--- config.mk ---
export PLATFORM = sky130hd
export DESIGN_NAME = dsp_uart_out_flat
export DESIGN_NICKNAME = d
export VERILOG_FILES = /design/src/rtl/tiny16_pkg.sv /design/src/rtl/dsp_uart_out_if.sv /design/src/rtl/uart_tx_byte.sv /design/src/rtl/dsp_uart_out.sv /design/src/flat_wrapper.sv
export SDC_FILE = /design/constraint.sdc
export NUM_CORES = 1
export LEC_CHECK = 0
export CAP_MARGIN = 40
export CORE_MARGIN = 3
export CORE_UTILIZATION = 38
export CTS_CLUSTER_SIZE = 24
export DETAILED_ROUTE_END_ITERATION = 7
export GPL_ROUTABILITY_DRIVEN = 0
export PLACE_DENSITY = 0.53
export SYNTH_ARGS = -nofsm -noshare
export SYNTH_HDL_FRONTEND = slang
export SYNTH_SLANG_ARGS = --single-unit
--- constraint.sdc ---
create_clock -name clk -period 3.6 [get_ports clk]
set_input_delay 0.72 -clock clk [delete_from_list [all_inputs] [get_ports clk]]
set_output_delay 0.72 -clock clk [all_outputs]
set_load 0.02 [all_outputs]
--- src/rtl/tiny16_pkg.sv ---
// Shared definitions for the display output path: UART states, frame
// constants and the ASCII offsets used by hex mode (DSP_UART_HEX_EN).
package tiny16_pkg;

  typedef enum logic [1:0] {
    IDLE  = 2'd0,
    START = 2'd1,
    DATA  = 2'd2,
    STOP  = 2'd3
  } uart_state_e;

  localparam int          UART_DATA_BITS = 8;
  localparam logic        UART_START     = 1'b0;
  localparam logic        UART_STOP      = 1'b1;

  localparam logic [7:0]  HEX_DIGIT_OFS  = 8'h30;  // '0' - 0
  localparam logic [7:0]  HEX_ALPHA_OFS  = 8'h37;  // 'A' - 10

endpackage

--- src/rtl/dsp_uart_out_if.sv ---
// Display-path bundle between the controller/datapath and dsp_uart_out.
// master = controller side, slave = the UART output block.
interface dsp_uart_out_if;
  logic [15:0] bus_in;
  logic        dsp_in_en;
  logic        ovf_clr;
  logic        tx;
  logic        busy;
  logic        empty;
  logic        full;
  logic        overflow;

  modport master (
    output bus_in, dsp_in_en, ovf_clr,
    input  tx, busy, empty, full, overflow
  );

  modport slave (
    input  bus_in, dsp_in_en, ovf_clr,
    output tx, busy, empty, full, overflow
  );
endinterface

--- src/rtl/uart_tx_byte.sv ---
// One 8N1 byte transmitter (LSB first). Holds the baud counter and the
// START/DATA/STOP shifter. 'ready' is high in IDLE and on the last cycle of
// STOP, so a byte loaded then follows with no idle gap.
module uart_tx_byte
  import tiny16_pkg::*;
#(
  parameter int CLK_DIV = 16
) (
  input  logic       clk,
  input  logic       rst,
  input  logic       load,
  input  logic [7:0] data,
  output logic       ready,
  output logic       tx
);

  localparam logic [15:0] DIV_LAST = 16'(CLK_DIV - 1);

  uart_state_e state, state_n;
  logic [15:0] cnt, cnt_n;
  logic [2:0]  bit_idx, bit_n;
  logic [7:0]  shreg, shreg_n;
  logic        tx_q, tx_n;
  logic        wrap;

  assign wrap = (cnt == DIV_LAST);
  assign tx   = tx_q;

  // State register; tx comes straight from a flop so the line never glitches.
  // NOTE: sequential state uses non-blocking (<=) so every flop samples pre-edge values.
  always_ff @(posedge clk or posedge rst) begin
    if (rst) begin
      state   <= IDLE;
      cnt     <= '0;
      bit_idx <= '0;
      shreg   <= '0;
      tx_q    <= UART_STOP;
    end else begin
      state   <= state_n;
      cnt     <= cnt_n;
      bit_idx <= bit_n;
      shreg   <= shreg_n;
      tx_q    <= tx_n;
    end
  end

  // Next-state: tx only changes on a baud wrap or on entering START.
  // NOTE: every output gets a default first, so no path through the case infers a latch.
  always_comb begin
    state_n = state;
    cnt_n   = wrap ? '0 : cnt + 16'd1;
    bit_n   = bit_idx;
    shreg_n = shreg;
    tx_n    = tx_q;
    ready   = 1'b0;
    case (state)
      IDLE: begin
        ready = 1'b1;
        cnt_n = '0;
        if (load) begin
          state_n = START;
          shreg_n = data;
          tx_n    = UART_START;
        end
      end
      START: begin
        if (wrap) begin
          state_n = DATA;
          bit_n   = '0;
          tx_n    = shreg[0];
        end
      end
      DATA: begin
        if (wrap) begin
          if (bit_idx == 3'(UART_DATA_BITS - 1)) begin
            state_n = STOP;
            tx_n    = UART_STOP;
          end else begin
            bit_n = bit_idx + 3'd1;
            tx_n  = shreg[bit_n];
          end
        end
      end
      STOP: begin
        if (wrap) begin
          ready = 1'b1;
          if (load) begin
            state_n = START;
            shreg_n = data;
            tx_n    = UART_START;
          end else begin
            state_n = IDLE;
          end
        end
      end
      default: state_n = IDLE;
    endcase
  end

endmodule

--- src/rtl/dsp_uart_out.sv ---
// Display output block: captures bus_in on each dsp_in_en strobe into a
// small FIFO and sends every word over UART, high byte first.
// Optional macro DSP_UART_HEX_EN: send each word as 4 uppercase ASCII hex
// characters (MS nibble first) instead of 2 raw bytes.
module dsp_uart_out
  import tiny16_pkg::*;
#(
  parameter int CLK_DIV = 16,
  parameter int DEPTH   = 4
) (
  input  logic           clk,
  input  logic           rst,
  dsp_uart_out_if.slave  io
);

  localparam int AW = $clog2(DEPTH);
`ifdef DSP_UART_HEX_EN
  localparam int IW = 2;  // 4 characters per word
`else
  localparam int IW = 1;  // 2 bytes per word
`endif
  localparam logic [IW-1:0] LAST_BYTE = '1;
  localparam logic [AW:0]   FULL_CNT  = (AW+1)'(DEPTH);

  logic [15:0]   mem [DEPTH];
  logic [AW-1:0] wr_ptr, rd_ptr;
  logic [AW:0]   count;
  logic [15:0]   hold, head;
  logic [IW-1:0] byte_idx;
  logic          busy_q, overflow_q;
  logic          full, empty, ready, pop, push, next_byte, load;
  logic [7:0]    load_data;

  // Character/byte number idx of a word as it goes on the wire.
  function automatic logic [7:0] pick_byte(input logic [15:0] word, input logic [IW-1:0] idx);
`ifdef DSP_UART_HEX_EN
    logic [3:0] nib;
    nib = 4'(word >> (4'd12 - {idx, 2'b00}));
    return (nib < 4'd10) ? HEX_DIGIT_OFS + 8'(nib) : HEX_ALPHA_OFS + 8'(nib);
`else
    return idx ? word[7:0] : word[15:8];
`endif
  endfunction

  assign head      = mem[rd_ptr];
  assign full      = (count == FULL_CNT);
  assign empty     = (count == '0);
  assign pop       = !busy_q && !empty && ready;
  assign push      = io.dsp_in_en && (!full || pop);
  assign next_byte = busy_q && ready && (byte_idx != LAST_BYTE);
  assign load      = pop || next_byte;
  assign load_data = pop ? pick_byte(head, '0) : pick_byte(hold, byte_idx + IW'(1));

  assign io.busy     = busy_q;
  assign io.empty    = empty;
  assign io.full     = full;
  assign io.overflow = overflow_q;

  // FIFO storage write.
  // NOTE: the word array has no reset; count says which entries are valid, and it can map to RAM.
  always_ff @(posedge clk) begin
    if (push) mem[wr_ptr] <= io.bus_in;
  end

  // FIFO pointers, occupancy and sticky overflow (a set beats a same-cycle clear).
  always_ff @(posedge clk or posedge rst) begin
    if (rst) begin
      wr_ptr     <= '0;
      rd_ptr     <= '0;
      count      <= '0;
      overflow_q <= 1'b0;
    end else begin
      if (push) wr_ptr <= wr_ptr + AW'(1);
      if (pop)  rd_ptr <= rd_ptr + AW'(1);
      count <= count + {{AW{1'b0}}, push} - {{AW{1'b0}}, pop};
      if (io.dsp_in_en && !push) overflow_q <= 1'b1;
      else if (io.ovf_clr)       overflow_q <= 1'b0;
    end
  end

  // Word sequencing: pop into hold, step through its bytes, drop busy after the last.
  always_ff @(posedge clk or posedge rst) begin
    if (rst) begin
      hold     <= '0;
      byte_idx <= '0;
      busy_q   <= 1'b0;
    end else if (pop) begin
      hold     <= head;
      byte_idx <= '0;
      busy_q   <= 1'b1;
    end else if (next_byte) begin
      byte_idx <= byte_idx + IW'(1);
    end else if (busy_q && ready) begin
      busy_q   <= 1'b0;
    end
  end

  uart_tx_byte #(.CLK_DIV(CLK_DIV)) u_tx (
    .clk   (clk),
    .rst   (rst),
    .load  (load),
    .data  (load_data),
    .ready (ready),
    .tx    (io.tx)
  );

endmodule

--- src/flat_wrapper.sv ---
// flat-port wrapper written by rule: the top's interface ports become plain ports
module dsp_uart_out_flat import tiny16_pkg::*;
#(
  parameter int CLK_DIV = 16,
  parameter int DEPTH   = 4
)
  (clk, rst, io_bus_in, io_dsp_in_en, io_ovf_clr, io_tx, io_busy, io_empty, io_full, io_overflow);
  dsp_uart_out_if io_i ();
  input  logic clk;
  input  logic rst;
  input wire logic [$bits(io_i.bus_in)-1:0] io_bus_in;
  input wire logic [$bits(io_i.dsp_in_en)-1:0] io_dsp_in_en;
  input wire logic [$bits(io_i.ovf_clr)-1:0] io_ovf_clr;
  output wire logic [$bits(io_i.tx)-1:0] io_tx;
  output wire logic [$bits(io_i.busy)-1:0] io_busy;
  output wire logic [$bits(io_i.empty)-1:0] io_empty;
  output wire logic [$bits(io_i.full)-1:0] io_full;
  output wire logic [$bits(io_i.overflow)-1:0] io_overflow;
  assign io_i.bus_in = io_bus_in;
  assign io_i.dsp_in_en = io_dsp_in_en;
  assign io_i.ovf_clr = io_ovf_clr;
  assign io_tx = io_i.tx;
  assign io_busy = io_i.busy;
  assign io_empty = io_i.empty;
  assign io_full = io_i.full;
  assign io_overflow = io_i.overflow;
  dsp_uart_out #(.CLK_DIV(CLK_DIV), .DEPTH(DEPTH)) u_core (.clk(clk), .rst(rst), .io(io_i));
endmodule
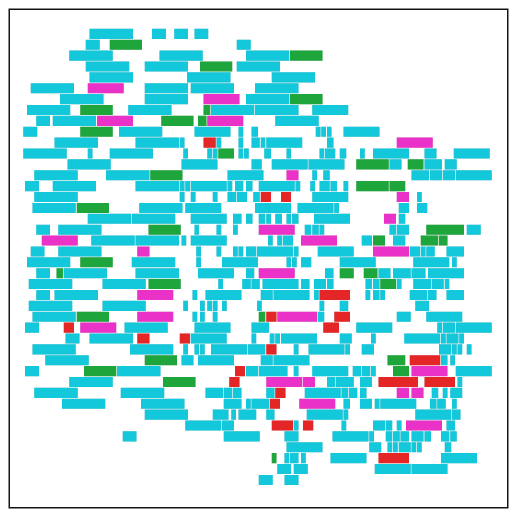
Figure 1: drive-strength map.
Scale: 4 px per um.
| colour | size | cells | share |
|---|---|---|---|
| green | drive 2 | 35 | 8.0% |
| red | drive 3 to 4 | 21 | 4.8% |
| cyan | drive 1 or less | 357 | 82% |
| magenta | drive 6 and up | 25 | 5.7% |

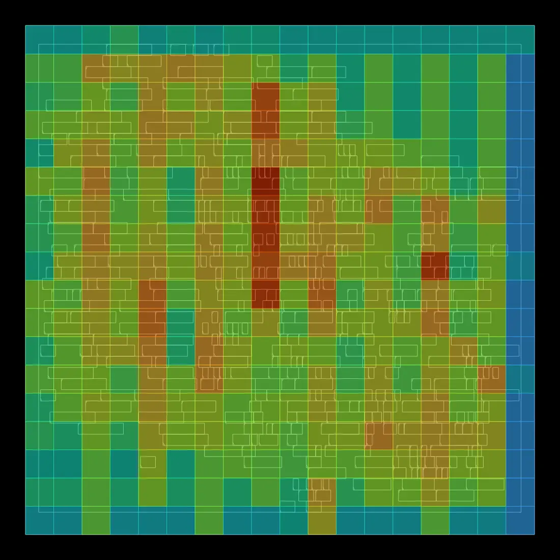
Figure 2: track usage over the die.
met3 Track Usage GR: 5.189%
met1 usage: 18.27%
Global Route met2 Usage: 20.32%

==> results_slide.txt <==
Physical Implementation Snapshot

GRT
  • Total GRT Usage: 13.62%
  • Number of global-route vias before repair: 3090
  • Most used routing layer: met2
  • Largest net degree at the start of global routing: 27
  • Global route overflow: 0
  • Initial antenna violation count: 0
  • First-pass GRT wire length: 16.28 mm

CTS
  • TritonCTS clock tree: yes
  • Total CTS buffers: 17
  • Reg clk slew, reported paths: 60 ps
  • Post-CTS sizing: 0
  • Setup Fix Bufs, Post-CTS: 0
  • CTS Sinks: 120
  • H-Tree Depth: 4
  • Maximum clock path buffer count: 2
  • Clock latency on the worst-skew pair: 410 ps
  • Post-CTS Hold Fix Bufs: 0
  • Root buf cell: clkbuf_16

Timing
  • # setup viols final: 0
  • Final Hold Slack: 469.8 ps
  • Final Hold Fails: 0
  • Fmax achieved: 0.3335 GHz
  • Slew HR: 47.41%
  • RSZ-0062 raised after global routing: no
  • Tmin final: 2998 ps
  • Cycle use final: 83.28%
  • Skew final: 9.918 ps
  • Max Transition Viols Final: 0
  • Worst setup margin: 601.8 ps
  • Setup TNS: 0 ps
  • Measured slew at the worst slew-check pin: 788.8 ps

Cells and area
  • Flop area: 3324 sq um
  • Layout net count: 460
  • Fin util: 47.09%
  • MI comb area: 1853 sq um
  • Max FFs per register: 64
  • Fin cells: 614
  • Share of cells above drive strength 1: 18.49%
  • Area Growth Syn to Fin: 19.16%
  • Most flops, register: u_core.mem
  • Final instance area: 6335 sq um
  • N_diodes: 0
  • Top Registers: u_core.mem x64, u_core.hold x16, u_core.u_tx.cnt x16
  • # fillers: 1228

Routing
  • Drc violations: 0
  • WL met2: 4.598 mm
  • Post-DRT Antenna Nets: 0
  • Average vias per placed instance: 4.935
  • Top Layer Used: met4
  • TritonRoute pass-1 iters: 4
  • Total wire length: 9.663 mm
  • WL/cell: 15.74 um
  • Met1 Wirelength: 4.635 mm
  • Vias: 3030
  • WL met3: 317 um
  • DR iter-0 viols: 129

Power and ir drop
  • Pwr Total: 0.003620 W
  • Cell area power density: 571.4 nW/um^2
  • Lkg Pwr: 2.503 nW
  • Worst vdd ir: 0.4094 mV

Worst hold path
  • HP Class: reg -> reg

Floorplanning
  • Core area: 13450 sq um
  • Die H: 124.3 um
  • Die footprint: 15450 sq um
  • Core Rows: 42
  • Top Ports: 25
  • Die extent in x: 124.3 um
  • FP Core Util: 39.52%

Job
  • OpenROAD warning count: 33
  • MaxCap Viol Count: 0

Synth
  • Commonest cells in the netlist: edfxtp_1 (64), nand2_1 (61), dfrtp_1 (55), nor2_1 (22), mux4_2 (18)
  • Syn. warnings: 0
  • Mapped Area: 5316 sq um
  • Synth Instances: 386
  • Count leader, synth: edfxtp_1
  • Post-synth top area cell: edfxtp_1
  • Yosys simple share: 12.47%
  • XOR Share, Synth: 2.801%
  • MUX area fraction: 8.661%
  • Ys cells: 386
  • Mean area per synthesized cell: 13.77 sq um
  • Synth logic family: simple AND/OR/NAND/NOR gates
  • Number of synthesized flops with an enable pin: 64
  • Post-Syn Nets: 421
  • Ys flop type: edfxtp_1
  • Async set-reset flop share out of synthesis: 46.67%
  • Adder Share, Synth: 3.671%
  • Number of library cell types mapped by synthesis: 56
  • Top cells, area: edfxtp_1 (36%), dfrtp_1 (26%), mux4_2 (7.6%), nand2_1 (4.3%), ha_1 (3.3%)
  • Yosys aoi share: 7.249%
  • Seq share, synth: 62.53%
  • Synth flops: 120
  • Synthesis area per yosys: 5316 sq um
  • Top cell area share: 36.15%

Place
  • Port bufs: 24
  • Post-DP Area: 5794 sq um
  • Dpl hpwl: 6.305 mm
  • Post-place setup slack: 598.1 ps
  • Dpl cells: 582

Worst setup path
  • Slowest CP cell: a41o_2
  • Crit-path cells: ha_1 -> and3_1 -> a41o_2 -> nand2_4 -> clkinv_2 -> ha_1 -> inv_1 -> ha_1 -> fa_1 -> xor2_1 -> xnor2_1
  • Cell mode on critical path: ha_1
  • Max stage delay on crit path: 420 ps
  • FF-to-FF Start: u_core.u_tx.cnt[0]$_DFF_PP0_
  • Worst R2R Setup Slack: 600 ps
  • Worst reg2reg endpoint: u_core.count[2]$_DFF_PP0_
  • CP Max Fanout: 26
  • Required @ worst endpoint: 3890 ps
  • Setup crit end: u_core.count[2]$_DFF_PP0_
  • Crit Path Category: reg -> reg
  • Worst setup EP type: flop
  • Worst setup startpoint: u_core.u_tx.cnt[0]$_DFF_PP0_
  • CP Launch Type: flop
  • Worst Path Arrival: 3290 ps
  • Crit path buffers/inverters: 2
  • Worst Reg-to-Reg Cells: 11
  • CP Depth: 11
  • Cell family with the largest share of critical-path delay: adder cells

Outcome
  • Run status: finished, final reports clean
[layout by cell type, fill, tap and decap left out, types with 4 or more instances in the layout]
master           count
edfxtp_1            64
nand2_1             61
dfrtp_1             55
clkdlybuf4s50_1     24
nor2_1              22
mux4_2              18
clkbuf_16           17
inv_1               16
xnor2_1             14
ha_1                14
o21ai_1              9
o21ai_0              8
a211oi_1             8
buf_4                8
a21oi_1              7
nor2b_1              7
inv_6                7
a22o_1               6
nand3_1              5
and2_1               5
nor4_4               4
nor3_1               4
[layout make-up]
type	count	area share (%)
repair buffers	33	5.175
clock inverters	15	1.817
clock buffers	17	6.715
multi-input cells	235	29.25
well taps	176	3.476
inverters	18	1.086
flip-flops and latches	120	52.48
[worst min path at each step]
stage	start	end	slack [ps]	depth (start not counted)
after floorplan	u_core.hold[0]$_DFFE_PP0P_	u_core.hold[0]$_DFFE_PP0P_	440	2
after global placement	u_core.hold[4]$_DFFE_PP0P_	u_core.hold[4]$_DFFE_PP0P_	450	2
after detailed placement	u_core.hold[4]$_DFFE_PP0P_	u_core.hold[4]$_DFFE_PP0P_	460	2
after CTS	u_core.hold[4]$_DFFE_PP0P_	u_core.hold[4]$_DFFE_PP0P_	470	2
after global routing	u_core.hold[7]$_DFFE_PP0P_	u_core.hold[7]$_DFFE_PP0P_	490	2
final	u_core.hold[4]$_DFFE_PP0P_	u_core.hold[4]$_DFFE_PP0P_	470	2
[where the power goes]
part | total (W) | switching (W) | internal (W) | leakage [nW]
Sequential | 0.00170 | 0.0000587 | 0.00165 | 1.28
Combinational | 0.000383 | 0.000219 | 0.000163 | 0.967
Clock | 0.00153 | 0.000644 | 0.000889 | 0.259
No activity file was given, so power comes from the tool's default toggle rates.
